==> images/met4.png <==
Drawn at 2 px/um. Supply wires on this layer in grey.
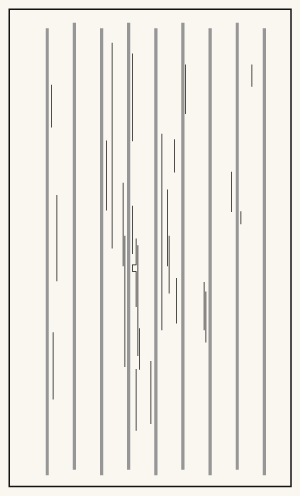
==> images/final_congestion.png <==
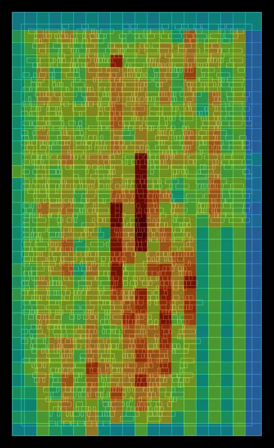
==> images/wire_density.png <==
Drawn at 2 px/um. 14 x 24 tiles, from white (low) to dark blue (high), scaled to the fullest tile. Values are wire area over tile area, all layers added.
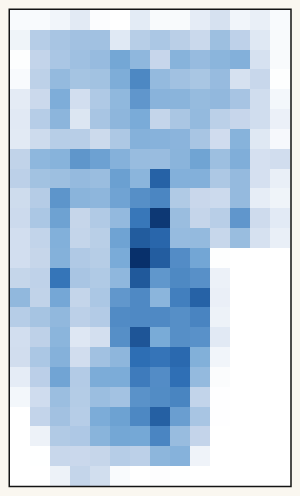
==> images/zoom.png <==
Window x 55 to 85, y 56 to 86 um. Cells in grey, sequential cells in the stronger grey; small squares are vias.
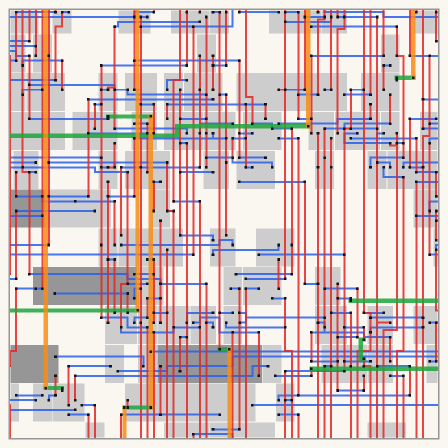
==> images/gate_families.png <==
Drawn at 3 px/um.
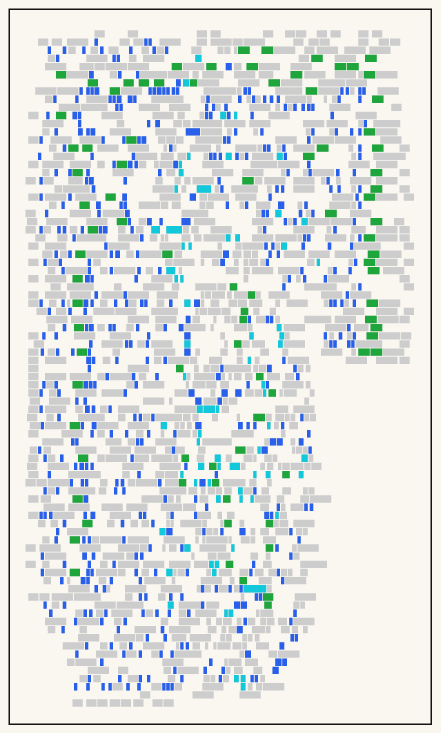
--- config.mk ---
export PLATFORM = sky130hd
export DESIGN_NAME = kalman_gain_divider
export DESIGN_NICKNAME = d
export VERILOG_FILES = /design/src/rtl/kalman_gain_divider.sv
export SDC_FILE = /design/constraint.sdc
export NUM_CORES = 1
export LEC_CHECK = 0
export CAP_MARGIN = 40
export CORE_ASPECT_RATIO = 1.75
export CORE_MARGIN = 5
export CORE_UTILIZATION = 40
export DETAILED_ROUTE_END_ITERATION = 10
export PLACE_DENSITY = 0.58
export SLEW_MARGIN = 20
export SYNTH_ARGS = -nofsm -noshare
export SYNTH_HDL_FRONTEND = slang
export SYNTH_SLANG_ARGS = --single-unit
export TNS_END_PERCENT = 1
--- constraint.sdc ---
create_clock -name clk -period 8.15 [get_ports clk]
set_clock_uncertainty 0.05 [all_clocks]
set_input_delay 1.63 -clock clk [delete_from_list [all_inputs] [get_ports clk]]
set_output_delay 1.63 -clock clk [all_outputs]
set_load 0.05 [all_outputs]
--- src/rtl/kalman_gain_divider.sv ---
// kalman_gain_divider
//   Unsigned fixed-point divider for the Kalman gain path. The dividend and the
//   divisor arrive on two independent AXI-Stream slave channels, each with a
//   1-entry buffer. The quotient leaves on one AXI-Stream master channel.
//   Sequential radix-2 restoring division retires one quotient bit per clock.
//   Latency is N = DATA_WIDTH+FRAC_BITS edges from the load edge to tvalid, and
//   it does not depend on the operand values.
//
//   Optional feature macro: DIV_ROUND_EN
//     defined   : adds a ROUND state (+1 edge) that rounds the quotient half up
//     undefined : the quotient is truncated toward zero
//
// Ports
//   clk, rst                    clock; synchronous active-low reset
//   s_axis_dividend_*           numerator stream   (tdata/tvalid/tready)
//   s_axis_divisor_*            denominator stream (tdata/tvalid/tready)
//   m_axis_dout_tdata           quotient, Q(DATA_WIDTH-FRAC_BITS).FRAC_BITS
//   m_axis_dout_tuser           [0] divide-by-zero, [1] overflow saturated
//   m_axis_dout_tvalid/tready   result handshake
//   busy                        FSM is not in IDLE
module kalman_gain_divider #(
    parameter int DATA_WIDTH = 32,
    parameter int FRAC_BITS  = 24
) (
    input  logic                  clk,
    input  logic                  rst,
    input  logic [DATA_WIDTH-1:0] s_axis_dividend_tdata,
    input  logic                  s_axis_dividend_tvalid,
    output logic                  s_axis_dividend_tready,
    input  logic [DATA_WIDTH-1:0] s_axis_divisor_tdata,
    input  logic                  s_axis_divisor_tvalid,
    output logic                  s_axis_divisor_tready,
    output logic [DATA_WIDTH-1:0] m_axis_dout_tdata,
    output logic [1:0]            m_axis_dout_tuser,
    output logic                  m_axis_dout_tvalid,
    input  logic                  m_axis_dout_tready,
    output logic                  busy
);

    localparam int N  = DATA_WIDTH + FRAC_BITS;
    localparam int CW = $clog2(N);

`ifdef DIV_ROUND_EN
    typedef enum logic [1:0] {IDLE, CALC, ROUND, DONE} state_t;
`else
    typedef enum logic [1:0] {IDLE, CALC, DONE} state_t;
`endif

    typedef struct packed {
        logic [1:0]            user;
        logic [DATA_WIDTH-1:0] data;
    } result_t;

    state_t state, state_nxt;

    logic [DATA_WIDTH-1:0] dvd_buf, dsr_buf;
    logic                  dvd_full, dsr_full;

    logic [N-1:0]          num_sh;   // {dividend, FRAC_BITS zeros}, consumed MSB first
    logic [DATA_WIDTH-1:0] den;
    // Committed remainder is always < den, so DATA_WIDTH bits suffice; the
    // shifted working remainder (rem_sh) carries the extra bit.
    logic [DATA_WIDTH-1:0] rem;
    logic [N-1:0]          quo;
    logic [CW-1:0]         cnt;
    result_t               res;

    logic                  both_full, out_fire, load, last;
    logic [DATA_WIDTH:0]   rem_sh;
    logic                  rem_ge;
    logic [DATA_WIDTH-1:0] rem_nxt;
    logic [N-1:0]          quo_nxt;
    result_t               res_nxt;

    // Saturation and flag encoding shared by truncated and rounded paths.
    // Divide-by-zero wins over overflow so that it reports tuser=01 only.
    function automatic result_t pack_result(input logic [N:0] q, input logic dz);
        result_t r;
        if (dz) begin
            r.user = 2'b01;
            r.data = '1;
        end else if (|(q >> DATA_WIDTH)) begin
            r.user = 2'b10;
            r.data = '1;
        end else begin
            r.user = 2'b00;
            r.data = q[DATA_WIDTH-1:0];
        end
        return r;
    endfunction

    assign both_full = dvd_full & dsr_full;
    assign out_fire  = (state == DONE) & m_axis_dout_tready;
    // A queued pair starts either from IDLE or on the edge the result is taken
    assign load      = both_full & ((state == IDLE) | out_fire);
    assign last      = (cnt == '0);

    assign s_axis_dividend_tready = ~dvd_full;
    assign s_axis_divisor_tready  = ~dsr_full;
    assign m_axis_dout_tdata      = res.data;
    assign m_axis_dout_tuser      = res.user;

    // One restoring step
    always_comb begin
        rem_sh  = {rem, num_sh[N-1]};
        rem_ge  = (rem_sh >= {1'b0, den});
        rem_nxt = rem_ge ? DATA_WIDTH'(rem_sh - {1'b0, den}) : rem_sh[DATA_WIDTH-1:0];
        quo_nxt = {quo[N-2:0], rem_ge};
    end

`ifdef DIV_ROUND_EN
    // Round half up: the discarded fraction is rem/den, so compare 2*rem to den.
    // The extra MSB on the sum catches an increment that wraps DATA_WIDTH bits.
    logic round_up;
    always_comb begin
        round_up = ({rem, 1'b0} >= {1'b0, den});
        res_nxt  = pack_result({1'b0, quo} + (N+1)'(round_up), den == '0);
    end
`else
    always_comb begin
        res_nxt = pack_result({1'b0, quo_nxt}, den == '0);
    end
`endif

    // FSM: state register
    always_ff @(posedge clk) begin
        if (!rst) state <= IDLE;
        else      state <= state_nxt;
    end

    // FSM: next state
    always_comb begin
        state_nxt = state;
        case (state)
            IDLE: if (both_full) state_nxt = CALC;
`ifdef DIV_ROUND_EN
            CALC:  if (last) state_nxt = ROUND;
            ROUND: state_nxt = DONE;
`else
            CALC: if (last) state_nxt = DONE;
`endif
            DONE: if (m_axis_dout_tready) state_nxt = both_full ? CALC : IDLE;
            default: state_nxt = IDLE;
        endcase
    end

    // FSM: outputs
    always_comb begin
        m_axis_dout_tvalid = (state == DONE);
        busy               = (state != IDLE);
    end

    // Operand buffers and datapath
    always_ff @(posedge clk) begin
        if (!rst) begin
            dvd_buf  <= '0;
            dsr_buf  <= '0;
            dvd_full <= 1'b0;
            dsr_full <= 1'b0;
            num_sh   <= '0;
            den      <= '0;
            rem      <= '0;
            quo      <= '0;
            cnt      <= '0;
            res      <= '0;
        end else begin
            // Accept and load are exclusive per buffer: accept needs it empty,
            // load needs it full.
            if (s_axis_dividend_tvalid && !dvd_full) begin
                dvd_buf  <= s_axis_dividend_tdata;
                dvd_full <= 1'b1;
            end else if (load) begin
                dvd_full <= 1'b0;
            end
            if (s_axis_divisor_tvalid && !dsr_full) begin
                dsr_buf  <= s_axis_divisor_tdata;
                dsr_full <= 1'b1;
            end else if (load) begin
                dsr_full <= 1'b0;
            end

            if (load) begin
                num_sh <= N'(dvd_buf) << FRAC_BITS;
                den    <= dsr_buf;
                rem    <= '0;
                quo    <= '0;
                cnt    <= CW'(N - 1);
            end else if (state == CALC) begin
                num_sh <= num_sh << 1;
                rem    <= rem_nxt;
                quo    <= quo_nxt;
                cnt    <= cnt - CW'(1);
`ifndef DIV_ROUND_EN
                if (last) res <= res_nxt;
`endif
            end
`ifdef DIV_ROUND_EN
            else if (state == ROUND) begin
                res <= res_nxt;
            end
`endif
        end
    end

endmodule
==> run notes <==
Entry: Yosys synthesis followed by OpenROAD place and route.

Yosys:
- The run gives the dominant cell type by area after synthesis as dfxtp_1.
- Per the synthesis report, the simple-gate share of the synthesized area is between 20 and 25%.
- The run gives the count of mapped cells out of synthesis as ~1.5k.
- The run puts the average instance area after synthesis at ~8 um2.
- The synthesis stats list as the most numerous cell nand2_1.
- The run gives the share of the synthesized netlist area taken by xor and xnor gates as roughly 2.1%.
- For this run, the chip area from Yosys synthesis comes to about 12000 um2.

Final timing:
- The run gives the shortest period the worst path allows as between 3 and 4 ns.
- The run gives the hold slack as between 0.4 and 0.5 ns.

Final layout:
- The run puts the layout filler cell count at around 2.9k.
- Among logic cells in the layout, the one with the most instances is nand2_1.
- The library cells used most frequently in the layout, excluding fill and tap cells, are nand2_1 (421), dfxtp_1 (259), a21boi_0 (106).
- The largest register by flop count is quo.
- The run gives the number of antenna cells inserted as 0.

Critical path:
- The worst-case reg-to-reg setup slack stands at between 4 and 5 ns.
- The run puts the largest stage delay on the critical path at just over 0.8 ns.
- The worst setup path is captured at an output port.
- The run puts the logic depth of the worst setup path including buffers at 2.
- The report lists the cells along the critical path as nor2b_1 -> clkdlybuf4s50_1.
- Along the critical path, the tally of buffer and inverter instances is 1.
- The run puts the data arrival at the endpoint of the critical path at 2.03 ns.

Place:
- The run gives the number of placed instances with taps included as 1854.

Flow run:
- The report counts max-capacitance violations totalling 0.

Floorplan:
- After floorplanning, the core was sized to cover about 29000 um2.
- The run gives the die extent in y as between 200 and 250 um.
- Row generation in the floorplan step produced between 80 and 90 rows.

Pwr:
- The run gives the internal power summed over all cells as 2.43 mW.
- The run puts the share of total power in the clock network at between 30% and 40%.
- The run puts the static leakage at 5.54 nW.
- The run puts the reported net switching power at between 1 and 1.5 mW.

Outcome:
- The flow ran to the end, and the final reports show no timing, DRC or antenna violations.

Hold path:
- The worst hold path was traced through 2 stages.

Clock network:
- The run gives the clock transition time at the flip-flop clock pins of the worst setup and hold paths as roughly 0.060 ns.
- TritonCTS created 25 clock buffers.
Notes on met4.png above:
wire length on this layer: 897 um
longest straight run: 103 um
DR vias: 10.1k
Post-Route WL: 29100 um

Notes on final_congestion.png above:
GRT met3 Usage: 2.03%
met2 routing resource usage after global routing: 32.1%
grt peak-use layer: met2

Notes on wire_density.png above:
nearly empty tiles: 17%
fullest tile: 0.45
emptiest ninth of the die: bottom right
Routed WL per cell: 15.3 um
global-route usage over all layers: 17.0%

Notes on zoom.png above:
[blue] met1
[red] met2
[orange] met4
[green] met3
sequential cells in the window: 2
most frequent: nand2_1 (9), nor2_1 (8), o21ai_0 (6)
cells with their middle in the window: 63
netlist names of flops here include: rem (2)

Notes on gate_families.png above:
[cyan] NOR gates | cells: 72
[green] AND-OR and OR-AND gates | cells: 87 | where: widely spread
[blue] NAND gates | cells: 490

[layer usage]
layer / wire, um / GRT usage, %
met1: 12000 / 19.3
met5: 0 / 0
met3: 905 / 2.03
met2: 15200 / 32.1
met4: 897 / 6.29
[area by class of cell]
| type | instances | area [um2] | area share [%] |
|---|---|---|---|
| multi-input combinational | 1048 | 6130 | 43.2 |
| sequential | 259 | 5180 | 36.5 |
| timing repair buffer | 124 | 1290 | 9.07 |
| clock buffer | 38 | 764 | 5.39 |
| tap | 382 | 478 | 3.37 |
| clock inverter | 8 | 186 | 1.31 |
| inverter | 42 | 158 | 1.11 |
Power figures rest on the tool's default switching activity, not on a simulated workload.
